<file path="config.mk">
export PLATFORM = sky130hd
export DESIGN_NAME = dout_display
export DESIGN_NICKNAME = d
export VERILOG_FILES = /design/src/rtl/dout_display.sv
export SDC_FILE = /design/constraint.sdc
export NUM_CORES = 1
export LEC_CHECK = 0
export ABC_AREA = 1
export CAP_MARGIN = 5
export CELL_PAD_IN_SITES_DETAIL_PLACEMENT = 1
export CELL_PAD_IN_SITES_GLOBAL_PLACEMENT = 2
export CORE_MARGIN = 2
export CORE_UTILIZATION = 36
export DETAILED_ROUTE_END_ITERATION = 8
export GPL_ROUTABILITY_DRIVEN = 0
export PLACE_DENSITY_LB_ADDON = 0.12
export SLEW_MARGIN = 15
export SYNTH_ARGS = -nofsm -noshare
export SYNTH_HDL_FRONTEND = slang
export SYNTH_SLANG_ARGS = --single-unit
</file>
<file path="constraint.sdc">
create_clock -name i_clk -period 1.65 [get_ports i_clk]
set_input_delay 0.33 -clock i_clk [delete_from_list [all_inputs] [get_ports i_clk]]
set_output_delay 0.33 -clock i_clk [all_outputs]
set_load 0.02 [all_outputs]
</file>
<file path="src/rtl/dout_display.sv">
`default_nettype none
// ============================================================================
//  Module   : dout_display
//  Brief    : Shows the CPU output port value as sign + 3 decimal digits on a
//             4-digit multiplexed, active-low seven-segment display. Binary to
//             BCD uses an iterative double-dabble, one shift per clock.
//  Revision : 1.0  initial release
// ============================================================================
module dout_display #(
    parameter int REFRESH_DIV = 50_000
) (
    input  logic       i_clk,
    input  logic       i_rst_n,
    input  logic [7:0] i_dout,
    input  logic       i_dval,
    input  logic       i_signed,
    output logic [6:0] o_seg,
    output logic [3:0] o_anode,
    output logic       o_busy
);

    localparam int              c_cnt_w   = (REFRESH_DIV > 2) ? $clog2(REFRESH_DIV) : 1;
    localparam logic [c_cnt_w-1:0] c_cnt_max = c_cnt_w'(REFRESH_DIV - 1);
    localparam logic [6:0]      c_blank   = 7'h7F;
    localparam logic [6:0]      c_minus   = 7'h3F;

    typedef enum logic [1:0] {
        S_IDLE = 2'd0,
        S_CONV = 2'd1,
        S_DONE = 2'd2
    } state_t;

    state_t             r_state;
    logic [7:0]         r_last_val;
    logic               r_last_sgn;
    logic               r_pending;
    logic [19:0]        r_shift;
    logic               r_neg;
    logic [2:0]         r_iter;
    logic               r_busy;
    logic [3:0]         r_hund;
    logic [3:0]         r_tens;
    logic [3:0]         r_units;
    logic               r_disp_neg;
    logic [c_cnt_w-1:0] r_scan_cnt;
    logic [1:0]         r_digit;
    logic [6:0]         r_seg;
    logic [3:0]         r_anode;

    logic               w_change;
    logic               w_start;
    logic               w_neg_in;
    logic [7:0]         w_mag;
    logic [19:0]        w_adj;
    logic [6:0]         w_code;

    // Add-3 correction applied to a BCD nibble before each shift.
    function automatic logic [3:0] f_adj3(input logic [3:0] i_n);
        return (i_n >= 4'd5) ? (i_n + 4'd3) : i_n;
    endfunction

    // Active-low segment pattern {g,f,e,d,c,b,a} for a decimal digit.
    function automatic logic [6:0] f_seg7(input logic [3:0] i_d);
        logic [6:0] v_code;
        case (i_d)
            4'd0:    v_code = 7'h40;
            4'd1:    v_code = 7'h79;
            4'd2:    v_code = 7'h24;
            4'd3:    v_code = 7'h30;
            4'd4:    v_code = 7'h19;
            4'd5:    v_code = 7'h12;
            4'd6:    v_code = 7'h02;
            4'd7:    v_code = 7'h78;
            4'd8:    v_code = 7'h00;
            4'd9:    v_code = 7'h10;
            default: v_code = 7'h7F;
        endcase
        return v_code;
    endfunction

    // Conversion trigger, magnitude of the incoming value and one dabble step.
    always_comb begin
        w_change = i_dval & ((i_dout != r_last_val) | (i_signed != r_last_sgn));
        // Pending work is held off while the display is disabled.
        w_start  = i_dval & (w_change | r_pending);
        w_neg_in = i_signed & i_dout[7];
        // 8 bits suffice: the largest negative magnitude, 128, still fits.
        w_mag    = w_neg_in ? (~i_dout + 8'd1) : i_dout;
        w_adj    = {f_adj3(r_shift[19:16]), f_adj3(r_shift[15:12]),
                    f_adj3(r_shift[11:8]), r_shift[7:0]};
    end

    // Conversion FSM: latch new value, shift 8 times, publish the BCD result.
    always_ff @(posedge i_clk or negedge i_rst_n) begin
        if (!i_rst_n) begin
            r_state    <= S_IDLE;
            r_last_val <= 8'd0;
            r_last_sgn <= 1'b0;
            r_pending  <= 1'b0;
            r_shift    <= 20'd0;
            r_neg      <= 1'b0;
            r_iter     <= 3'd0;
            r_busy     <= 1'b0;
            r_hund     <= 4'd0;
            r_tens     <= 4'd0;
            r_units    <= 4'd0;
            r_disp_neg <= 1'b0;
        end else begin
            case (r_state)
                S_IDLE: begin
                    if (w_start) begin
                        r_last_val <= i_dout;
                        r_last_sgn <= i_signed;
                        r_shift    <= {12'd0, w_mag};
                        r_neg      <= w_neg_in;
                        r_iter     <= 3'd0;
                        r_busy     <= 1'b1;
                        r_pending  <= 1'b0;
                        r_state    <= S_CONV;
                    end
                end
                S_CONV: begin
                    // A newer value waits; the latest one is taken back in IDLE.
                    if (w_change) begin
                        r_pending <= 1'b1;
                    end
                    r_shift <= {w_adj[18:0], 1'b0};
                    r_iter  <= r_iter + 3'd1;
                    if (r_iter == 3'd7) begin
                        r_state <= S_DONE;
                    end
                end
                S_DONE: begin
                    if (w_change) begin
                        r_pending <= 1'b1;
                    end
                    r_hund     <= r_shift[19:16];
                    r_tens     <= r_shift[15:12];
                    r_units    <= r_shift[11:8];
                    r_disp_neg <= r_neg;
                    r_busy     <= 1'b0;
                    r_state    <= S_IDLE;
                end
                default: begin
                    r_state <= S_IDLE;
                    r_busy  <= 1'b0;
                end
            endcase
        end
    end

    // Digit scan timer: each digit stays selected for REFRESH_DIV clocks.
    always_ff @(posedge i_clk or negedge i_rst_n) begin
        if (!i_rst_n) begin
            r_scan_cnt <= '0;
            r_digit    <= 2'd0;
        end else if (r_scan_cnt == c_cnt_max) begin
            r_scan_cnt <= '0;
            r_digit    <= r_digit + 2'd1;
        end else begin
            r_scan_cnt <= r_scan_cnt + 1'b1;
        end
    end

    // Segment pattern for the currently scanned digit, with leading-zero blanking.
    always_comb begin
        w_code = c_blank;
        case (r_digit)
            2'd0: w_code = f_seg7(r_units);
            2'd1: w_code = ((r_hund == 4'd0) && (r_tens == 4'd0)) ? c_blank : f_seg7(r_tens);
            2'd2: w_code = (r_hund == 4'd0) ? c_blank : f_seg7(r_hund);
            2'd3: w_code = r_disp_neg ? c_minus : c_blank;
            default: w_code = c_blank;
        endcase
    end

    // Registered display drive so segments and anodes switch on the same edge.
    always_ff @(posedge i_clk or negedge i_rst_n) begin
        if (!i_rst_n) begin
            r_seg   <= c_blank;
            r_anode <= 4'hF;
        end else if (i_dval) begin
            r_seg   <= w_code;
            r_anode <= ~(4'b0001 << r_digit);
        end else begin
            r_seg   <= c_blank;
            r_anode <= 4'hF;
        end
    end

    assign o_seg   = r_seg;
    assign o_anode = r_anode;
    assign o_busy  = r_busy;

endmodule
`default_nettype wire

</file>
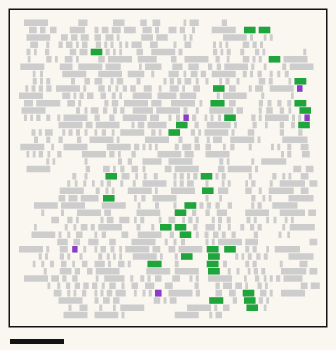
(gate-type map)
Bar = 20 um.
| family | colour | cells |
|---|---|---|
| AND and OR gates | purple | 5 |
| adder and majority cells | green | 33 |
Comb area share: 0.427
Commonest Layout Cell: nand2_1
Non-Filler Instances: 851

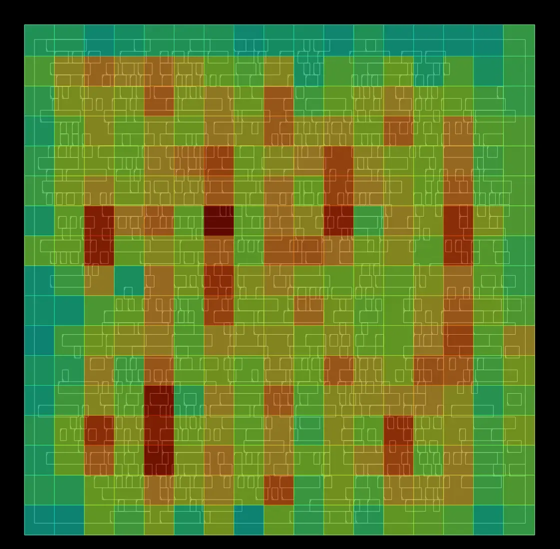
(track usage over the die)
Avg WL per Cell: 15.4 um
routing usage on met2: 0.327
Total GRT Usage: 0.193
Final Util: 0.485

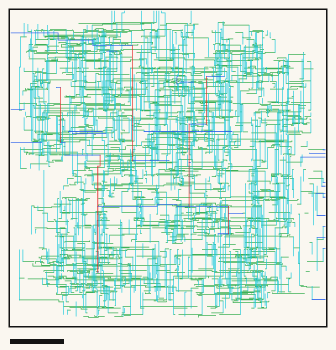
(routed metal, one colour a layer)
Bar = 20 um.
| layer | colour | wire length |
|---|---|---|
| met3 | blue | 272 um |
| met1 | green | 6160 um |
| met2 | cyan | 6540 um |
| met4 | red | 166 um |
final WL: 13100 um
vias post-DR: 4195

==> results.yml <==
# implementation run metrics
run:
  warnings: 48
synth:
  yosysTopAreaCellShare: 0.366
  synthDistinctLibCells: 33
  synth-async-reset-ratio: 1.00
  syn_avg_cell_area_sq_um: 7.89
  ff_type: "dfrtp_1"
  yosysSeqAreaShare: 0.428
  yosys.area.top_type: "dfrtp_1"
  synth_top_cell_by_count: "nand2_1"
  yosys_warnings: 0
grt:
  grt_use_met3: 0.0315
  grt_use_met1: 0.252
  grt_pass1_wl_um: 21700
  busiest_layer: "met2"
  grt_pass1_vias: 4460
  antenna_found_initial: 0
finish:
  largest_reg_flops: 20
  final_layout_top_logic_cells: "nand2_1 (133), dfrtp_1 (68), inv_1 (62)"
  reg_top3: "r_shift: 20 flops, r_scan_cnt: 16 flops, r_last_val: 8 flops"
  nonClkBufAreaFrac: 0.126
  logic_area_sq_um: 2620
  syn_to_final_growth_pct: 31.6
  seq_cells: 79
  sh_seq_area: 0.325
  nonClockInverterCount: 67
  fill_cells: 1551
critical_path:
  critical_path.n_buffers_inverters: 1
  critPathTopFamily: "simple AND/OR/NAND/NOR gates"
  cp-startpoint: "r_last_val[2]$_DFFE_PN0P_"
  cp_data_arrival_time_ps: 1900
  start_kind: "register"
  crit_type: "reg -> reg"
  cpMostUsedCell: "nand2_1"
  cpMaxStageDelayCell: "dfrtp_1"
  cp-endpoint: "r_shift[7]$_DFFE_PN0P_"
  r2r-start: "r_last_val[2]$_DFFE_PN0P_"
  max_stage_delay_ps: 410
  crit_fanout: 5
  end_kind: "register"
  rrSetupSlack_ps: 30
timing:
  tightest_slew_ps: 403
  slew_violations: 0
  rsz0062_at_grt: "true"
  finalClockPeriodUsage: 0.984
  setup_viol: 0
floorplanning:
  die_y_um: 118
  taps: 172
  design.core.area_sq_um: 12600
  die_area_sq_um: 13800
  initCoreUtil: 0.368
pwr:
  p_leak_nw: 3.05
  peakVddDrop_v: 0.000703
  power_density_nw_per_um2: 1170
drt:
  vias_per_cell: 4.93
  met3WireLength_um: 271
  met1_length_um: 6160
clocking:
  cts_tree: "built"
  root_buffer: "clkbuf_16"
  clock-sinks: 79
min_path:
  worst_hold_path_type: "in -> async"
placed_design:
  place_ws_ps: -418
  placedInstanceArea_sq_um: 5390
status:
  status: "completed"
## kinds of logic after synthesis
kind of cell / synth area share
adder cells (fa/ha/maj): 0.0888
buffers and inverters: 0.0700
AND-OR/OR-AND: 0.115
XOR/XNOR: 0.0396
AND/OR/NAND/NOR: 0.258
flip-flops: 0.428
## timing repair
| action | in CTS | in global routing |
|---|---|---|
| endpoints found under the setup margin | 52 | 53 |
| hold buffers | 1 | 0 |
| endpoints found under the hold margin | 11 | 0 |
| gates cloned | 0 | 6 |
| gates resized | 25 | 74 |
| pin swaps | 5 | 19 |
| buffers inserted | 5 | 5 |
## where the power goes
group	internal [mW]	switching, mW
logic	1.03	1.61
registers	2.35	0.275
clock network	1.09	0.802
Power is estimated from default activity; no workload was simulated.
